===== config.mk =====
export PLATFORM = sky130hd
export DESIGN_NAME = wave_capture_trig
export DESIGN_NICKNAME = d
export VERILOG_FILES = /design/src/rtl/wave_capture_trig_pkg.sv /design/src/rtl/wave_capture_trig_trig_detect.sv /design/src/rtl/wave_capture_trig.sv
export SDC_FILE = /design/constraint.sdc
export NUM_CORES = 1
export LEC_CHECK = 0
export ABC_CLOCK_PERIOD_IN_PS = 5410
export CAP_MARGIN = 20
export CORE_UTILIZATION = 45
export DETAILED_ROUTE_END_ITERATION = 16
export DONT_BUFFER_PORTS = 1
export PLACE_DENSITY_LB_ADDON = 0.2
export SLEW_MARGIN = 0
export SYNTH_ARGS = -nofsm -noshare
export SYNTH_HDL_FRONTEND = slang
export SYNTH_SLANG_ARGS = --single-unit

===== constraint.sdc =====
create_clock -name clk -period 5.41 [get_ports clk]
set_input_delay 1.082 -clock clk [delete_from_list [all_inputs] [get_ports clk]]
set_output_delay 1.082 -clock clk [all_outputs]
set_load 0.01 [all_outputs]

===== src/rtl/wave_capture_trig_pkg.sv =====
// Shared encodings for the triggered waveform capture block.
// The FSM state is visible on a debug port; trigger modes come from a 2-bit control input.
package wave_pkg;

  typedef enum logic [1:0] {
    ST_ARMED   = 2'b00,
    ST_ACTIVE  = 2'b01,
    ST_WAITING = 2'b10
  } wave_state_t;

  localparam logic [1:0] TRIG_RISE = 2'b00;
  localparam logic [1:0] TRIG_FALL = 2'b01;
  localparam logic [1:0] TRIG_FREE = 2'b10;

  // Width needed to count 0..n-1, never less than one bit.
  function automatic int unsigned cnt_width(input int unsigned n);
    return (n > 1) ? $clog2(n) : 1;
  endfunction

endpackage


===== src/rtl/wave_capture_trig_trig_detect.sv =====
// Trigger detector: remembers the previous sample, compares against a signed level
// and counts ARMED samples for the auto-trigger timeout.
module trig_detect
  import wave_pkg::*;
#(
  parameter int SAMPLE_W = 16,
  parameter int TIMEOUT  = 4096
) (
  input  logic                clk,
  input  logic                reset,
  input  logic                new_sample_ready,
  input  logic [SAMPLE_W-1:0] new_sample_in,
  input  logic [1:0]          trig_mode,
  input  logic [SAMPLE_W-1:0] trig_level,
  input  logic                armed,
  input  logic                clear_prev,
  output logic                trigger,
  output logic                is_timeout,
  output logic                level_hit
);

  localparam int unsigned CNT_W = cnt_width(TIMEOUT);
  localparam logic [CNT_W-1:0] TO_LAST = CNT_W'((TIMEOUT == 0) ? 0 : TIMEOUT - 1);

  logic signed [SAMPLE_W-1:0] prev_sample;
  logic signed [SAMPLE_W-1:0] new_s;
  logic signed [SAMPLE_W-1:0] lvl_s;
  logic                       prev_valid;
  logic [CNT_W-1:0]           timeout_cnt;

  assign new_s = new_sample_in;
  assign lvl_s = trig_level;

  always_comb begin
    level_hit = 1'b0;
    case (trig_mode)
      TRIG_FALL: level_hit = prev_valid && (prev_sample >= lvl_s) && (new_s < lvl_s);
      TRIG_FREE: level_hit = 1'b1;
      default:   level_hit = prev_valid && (prev_sample < lvl_s) && (new_s >= lvl_s);
    endcase
    is_timeout = (TIMEOUT != 0) && (timeout_cnt == TO_LAST);
    trigger    = armed && new_sample_ready && (level_hit || is_timeout);
  end

  always_ff @(posedge clk) begin
    if (!reset) begin
      prev_sample <= '0;
      prev_valid  <= 1'b0;
      timeout_cnt <= '0;
    end else begin
      if (new_sample_ready) begin
        prev_sample <= new_s;
        prev_valid  <= 1'b1;
      end
      // Dropping prev_valid at capture end forces a fresh pair after re-arm.
      if (clear_prev) prev_valid <= 1'b0;
      if (!armed || trigger) begin
        timeout_cnt <= '0;
      end else if (new_sample_ready && (timeout_cnt != '1)) begin
        timeout_cnt <= timeout_cnt + CNT_W'(1);
      end
    end
  end

endmodule


===== src/rtl/wave_capture_trig.sv =====
// Triggered, decimating capture of a sample stream into one half of a ping-pong
// display RAM; swaps halves once the display reports idle.
module wave_capture_trig
  import wave_pkg::*;
#(
  parameter int SAMPLE_W = 16,
  parameter int OUT_W    = 8,
  parameter int ADDR_W   = 8,
  parameter int DECIM_W  = 4,
  parameter int TIMEOUT  = 4096
) (
  input  logic                clk,
  input  logic                reset,
  input  logic                new_sample_ready,
  input  logic [SAMPLE_W-1:0] new_sample_in,
  input  logic [1:0]          trig_mode,
  input  logic [SAMPLE_W-1:0] trig_level,
  input  logic [DECIM_W-1:0]  decim,
  input  logic                wave_display_idle,
  output logic [ADDR_W:0]     write_address,
  output logic                write_enable,
  output logic [OUT_W-1:0]    write_sample,
  output logic                read_index,
  output logic                capture_done,
  output logic                auto_triggered,
  output logic [1:0]          state
);

  // Handshake: new_sample_ready is a one-cycle valid strobe with no ready/backpressure;
  // each strobe is consumed on the edge that samples it, and write_enable is the
  // same-cycle RAM write strobe for that sample.

  localparam logic [OUT_W-1:0] MSB_MASK = OUT_W'(1) << (OUT_W - 1);

  wave_state_t          st;
  logic [ADDR_W-1:0]    index;
  logic [DECIM_W-1:0]   decim_cnt;
  logic [DECIM_W-1:0]   decim_latched;
  logic                 trigger;
  logic                 is_timeout;
  logic                 level_hit;
  logic                 decim_hit;
  logic                 last_write;
  logic [OUT_W-1:0]     raw_sample;

  assign decim_hit  = (st == ST_ACTIVE) && new_sample_ready && (decim_cnt == decim_latched);
  assign last_write = decim_hit && (index == '1);

  trig_detect #(
    .SAMPLE_W (SAMPLE_W),
    .TIMEOUT  (TIMEOUT)
  ) u_trig (
    .clk              (clk),
    .reset            (reset),
    .new_sample_ready (new_sample_ready),
    .new_sample_in    (new_sample_in),
    .trig_mode        (trig_mode),
    .trig_level       (trig_level),
    .armed            (st == ST_ARMED),
    .clear_prev       (last_write),
    .trigger          (trigger),
    .is_timeout       (is_timeout),
    .level_hit        (level_hit)
  );

  // Signed to offset binary: keep the top OUT_W bits and flip the sign bit.
  assign raw_sample    = new_sample_in[SAMPLE_W-1 -: OUT_W];
  assign write_sample  = raw_sample ^ MSB_MASK;
  assign write_address = {~read_index, index};
  assign write_enable  = reset && (trigger || decim_hit);
  assign state         = st;

  always_ff @(posedge clk) begin
    if (!reset) begin
      st             <= ST_ARMED;
      read_index     <= 1'b0;
      index          <= '0;
      decim_cnt      <= '0;
      decim_latched  <= '0;
      capture_done   <= 1'b0;
      auto_triggered <= 1'b0;
    end else begin
      capture_done <= 1'b0;
      case (st)
        ST_ARMED: begin
          if (trigger) begin
            index          <= ADDR_W'(1);
            decim_cnt      <= '0;
            decim_latched  <= decim;
            auto_triggered <= is_timeout && !level_hit;
            st             <= ST_ACTIVE;
          end
        end
        ST_ACTIVE: begin
          if (new_sample_ready) begin
            if (decim_cnt == decim_latched) begin
              index     <= index + ADDR_W'(1);
              decim_cnt <= '0;
              if (index == '1) begin
                st           <= ST_WAITING;
                capture_done <= 1'b1;
              end
            end else begin
              decim_cnt <= decim_cnt + DECIM_W'(1);
            end
          end
        end
        ST_WAITING: begin
          if (wave_display_idle) begin
            read_index <= ~read_index;
            st         <= ST_ARMED;
          end
        end
        default: st <= ST_ARMED;
      endcase
    end
  end

endmodule


**M3 wires**

The bar under the picture is 20 um long.
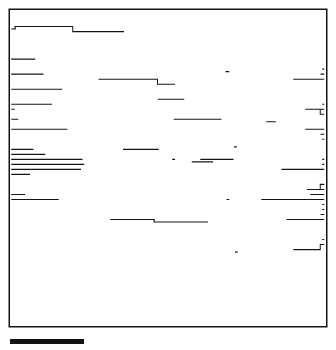
The wires run mostly horizontal. The longest straight run is 19.6 um.

**Logic cells by family**

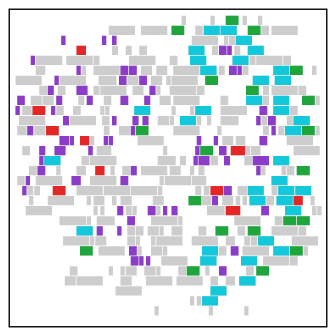
nand cells: in purple, cells 74, most used nand2_1. mux cells: in green, cells 20, most used mux2i_1. fa/ha/maj cells: in cyan, cells 37, most used ha_1. non-inverting ao/oa cells: in red, cells 10.

==> impl_metrics.toml <==
# implementation run metrics
[synth]
mappedNetlistArea_mm2 = 0.00316
async_reset_ff_share_pct = 0
ys_seq_share_pct = 31.7
syn_nets = 448
ys_area_mm2 = 0.00316
top_cells_by_area = "dfxtp_1 32%, ha_1 15%, mux2i_1 6.3%, nor2b_1 4.2%, nand4_1 3.8%"
yosys_warnings = 0
ys_cells = 369
synth_flop_count = 50
avgSynthCellArea_um2 = 8.55

[placed_design]
dp_cells = 446
numPortBuffers = 0
dp_slack_ns = 0.786
placed_cell_area_mm2 = 0.00316

[floorplan]
initCoreUtil_pct = 46.5
fp.dieArea_mm2 = 0.00735
fp.dieW_um = 85.8
die_h_um = 85.8
fp-row-count = 30

[final_timing]
finalSetupViolCount = 0
min_period_over_period_pct = 85.6
grt_setup_unrepaired = "false"
max_freq_mhz = 216
layout_setup_ws_ns = 0.778
finalSetupTns_ns = 0
worstMarginPinSlew_ns = 0.631
hold_slack_ns = 0.482
maxSlewViolCount = 0

[clock_tree]
clk_latency_ns = 0.31
cts_setup_buffers = 0
cts_hold_buf = 0
cts_root_buffer = "clkbuf_8"
postCtsResizedCells = 0
numCtsBuffers = 5
clk_pin_slew_ns = 0.09

[route]
drt-initial-drc-count = 55
route.detailed.drc = 0
post_drt_wl_per_cell_um = 14.0
via_per_inst = 5.38
drt-total-wl_mm = 6.36

[worst_setup_path]
rr_startpoint = "u_trig.prev_sample[15]$_SDFFE_PN0P_"
critical_path.max_stage_delay_ns = 0.57
arrival_ns = 3.55
worstPathRequired_ns = 4.33
ff2ff_path_depth = 9
r2r_slack_ns = 2.47
critPathLaunch = "trig_level[15]"
cp_cell_sequence = "inv_1 -> ha_1 -> nand4_2 -> or4_1 -> and3_1 -> nand4_1 -> nand4b_1 -> or4_4 -> and2_1 -> nor2b_1"
endpoint = "write_enable"
path_class = "in2out"
slowest_stage = "or4_1"

[layout]
drive_gt1_share_pct = 2.80
nets = 436
syn_to_final_growth_pct = 2.62
design_area_mm2 = 0.00324

[pwr]
p_per_area_mw_per_mm2 = 223
power_mw = 0.722
p_sw_mw = 0.199
clkPwrFrac_pct = 29.1
power_frac_seq_pct = 54.5

[status]
status = "finished, final reports clean"

[global_route]
grt.met2_usage_pct = 31.7
first_global_vias = 2505
grt_pass1_wl_mm = 10.8
antenna_found_initial = 0
gr-usage-met1_pct = 21.8
grt_max_degree = 49
gr-usage-all-layers_pct = 18.4

[run]
maxCapViolCount = 0
**Metal 2**

Cells faint in the background.
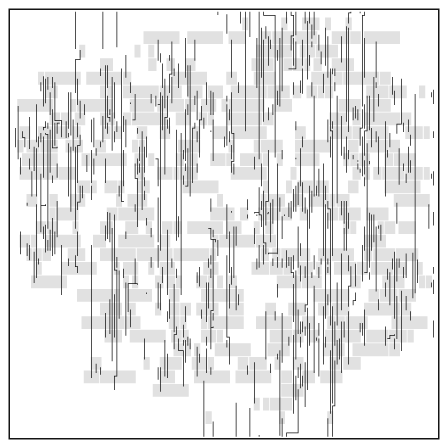
The layer carries 2890 um of wire. The layer holds 45% of the routed length.

**Sequential cells grouped by signal name**

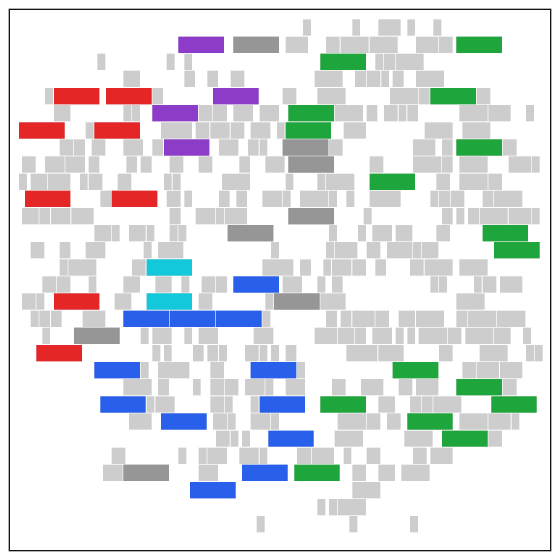
decim_latched: in purple, sequential cells 4. state: in cyan, sequential cells 2. u_trig.prev_sample: in green, sequential cells 16. u_trig.timeout_cnt: in blue, sequential cells 12. index: in red, sequential cells 8.

flip-flops by register name, indices dropped and copies added, names as in the netlist, 2 cells and up:
name,cells
u_trig.prev_sample,16
u_trig.timeout_cnt,12
index,8
decim_cnt,4
decim_latched,4
state,2
cell usage after synthesis (all sizes together) (2+ instances only):
library cell,n
nand2b,3
o21ai,14
nor3,2
nand4b,3
nor2b,21
a31oi,3
a21oi,12
nand4,20
dfxtp,50
a21o,3
o211a,3
inv,26
xor2,7
mux2i,20
nand3,16
nor2,31
nand2,30
nor4,2
o211ai,2
buf,12
nand3b,2
and2,5
or4,2
a2111o,2
and3,5
ha,37
o31ai,4
clkbuf,7
xnor2,12
a41oi,3
cell families (layout without fill, tap and decap cells):
logic type	Yosys count	after routing	share of synthesized area, %
simple gates	145	145	24.0
fa+ha+maj	37	37	14.7
buf+inv	45	33	6.70
compound gates	53	53	11.3
flops	50	50	31.7
mux	20	20	6.34
xor+xnor	19	19	5.27
area by class of cell:
type,instances,share of cell area (%)
clock buffer,7,2.36
inverter,26,3.01
multi-input combinational,274,60.0
sequential,50,30.9
tap,96,3.71
worst register-to-register path, cell delays in order, from the launching register on:
cell and delay [ns]:
dfxtp_1 0.32, ha_1 0.36, nand4_2 0.15, or4_1 0.57, and3_1 0.20, nand4_1 0.08
nand4b_1 0.10, or4_4 0.54, nand4_1 0.39, nor2_1 0.10
per-layer routing:
layer | vias up | share of wire, %
li1 | 1264 | -
met1 | 1102 | 47
met2 | 61 | 45
met3 | 10 | 5.6
met4 | 0 | 2.1
met5 | - | 0
layout by cell type (no fill, tap or decap), types with 2 or more instances in the layout:
master,n
a2111o_1,2
a21o_1,3
a21oi_1,12
a31oi_1,3
a41oi_1,3
and2_1,4
and3_1,5
clkbuf_1,2
clkbuf_8,5
dfxtp_1,50
ha_1,37
inv_1,26
mux2i_1,20
nand2_1,30
nand2b_1,3
nand3_1,16
nand3b_1,2
nand4_1,19
nand4b_1,3
nor2_1,31
nor2b_1,21
nor3_1,2
nor4_1,2
o211a_1,3
o211ai_1,2
o21ai_0,10
o21ai_1,4
o31ai_1,4
xnor2_1,12
xor2_1,7
power by group through the flow:
stage	Sequential, mW	Combinational, mW	Clock [mW]
global route	0.396	0.138	0.232
floorplan	0.400	0.112	0
detailed placement	0.403	0.119	0
global placement	0.403	0.117	0
finish	0.394	0.119	0.210
CTS	0.394	0.120	0.216
worst min path at each step:
stage,slack (ns),start,cells after the start,endpoint
after floorplan,0.45,decim_latched[0]$_SDFFE_PN0P_,2,decim_latched[0]$_SDFFE_PN0P_
after global placement,0.47,decim_latched[1]$_SDFFE_PN0P_,2,decim_latched[1]$_SDFFE_PN0P_
after global routing,0.51,decim_latched[0]$_SDFFE_PN0P_,2,decim_latched[0]$_SDFFE_PN0P_
after detailed placement,0.48,decim_latched[1]$_SDFFE_PN0P_,2,decim_latched[1]$_SDFFE_PN0P_
final,0.48,decim_latched[3]$_SDFFE_PN0P_,2,decim_latched[3]$_SDFFE_PN0P_
after CTS,0.49,decim_latched[1]$_SDFFE_PN0P_,2,decim_latched[1]$_SDFFE_PN0P_
Power and IR drop assume default switching activity.
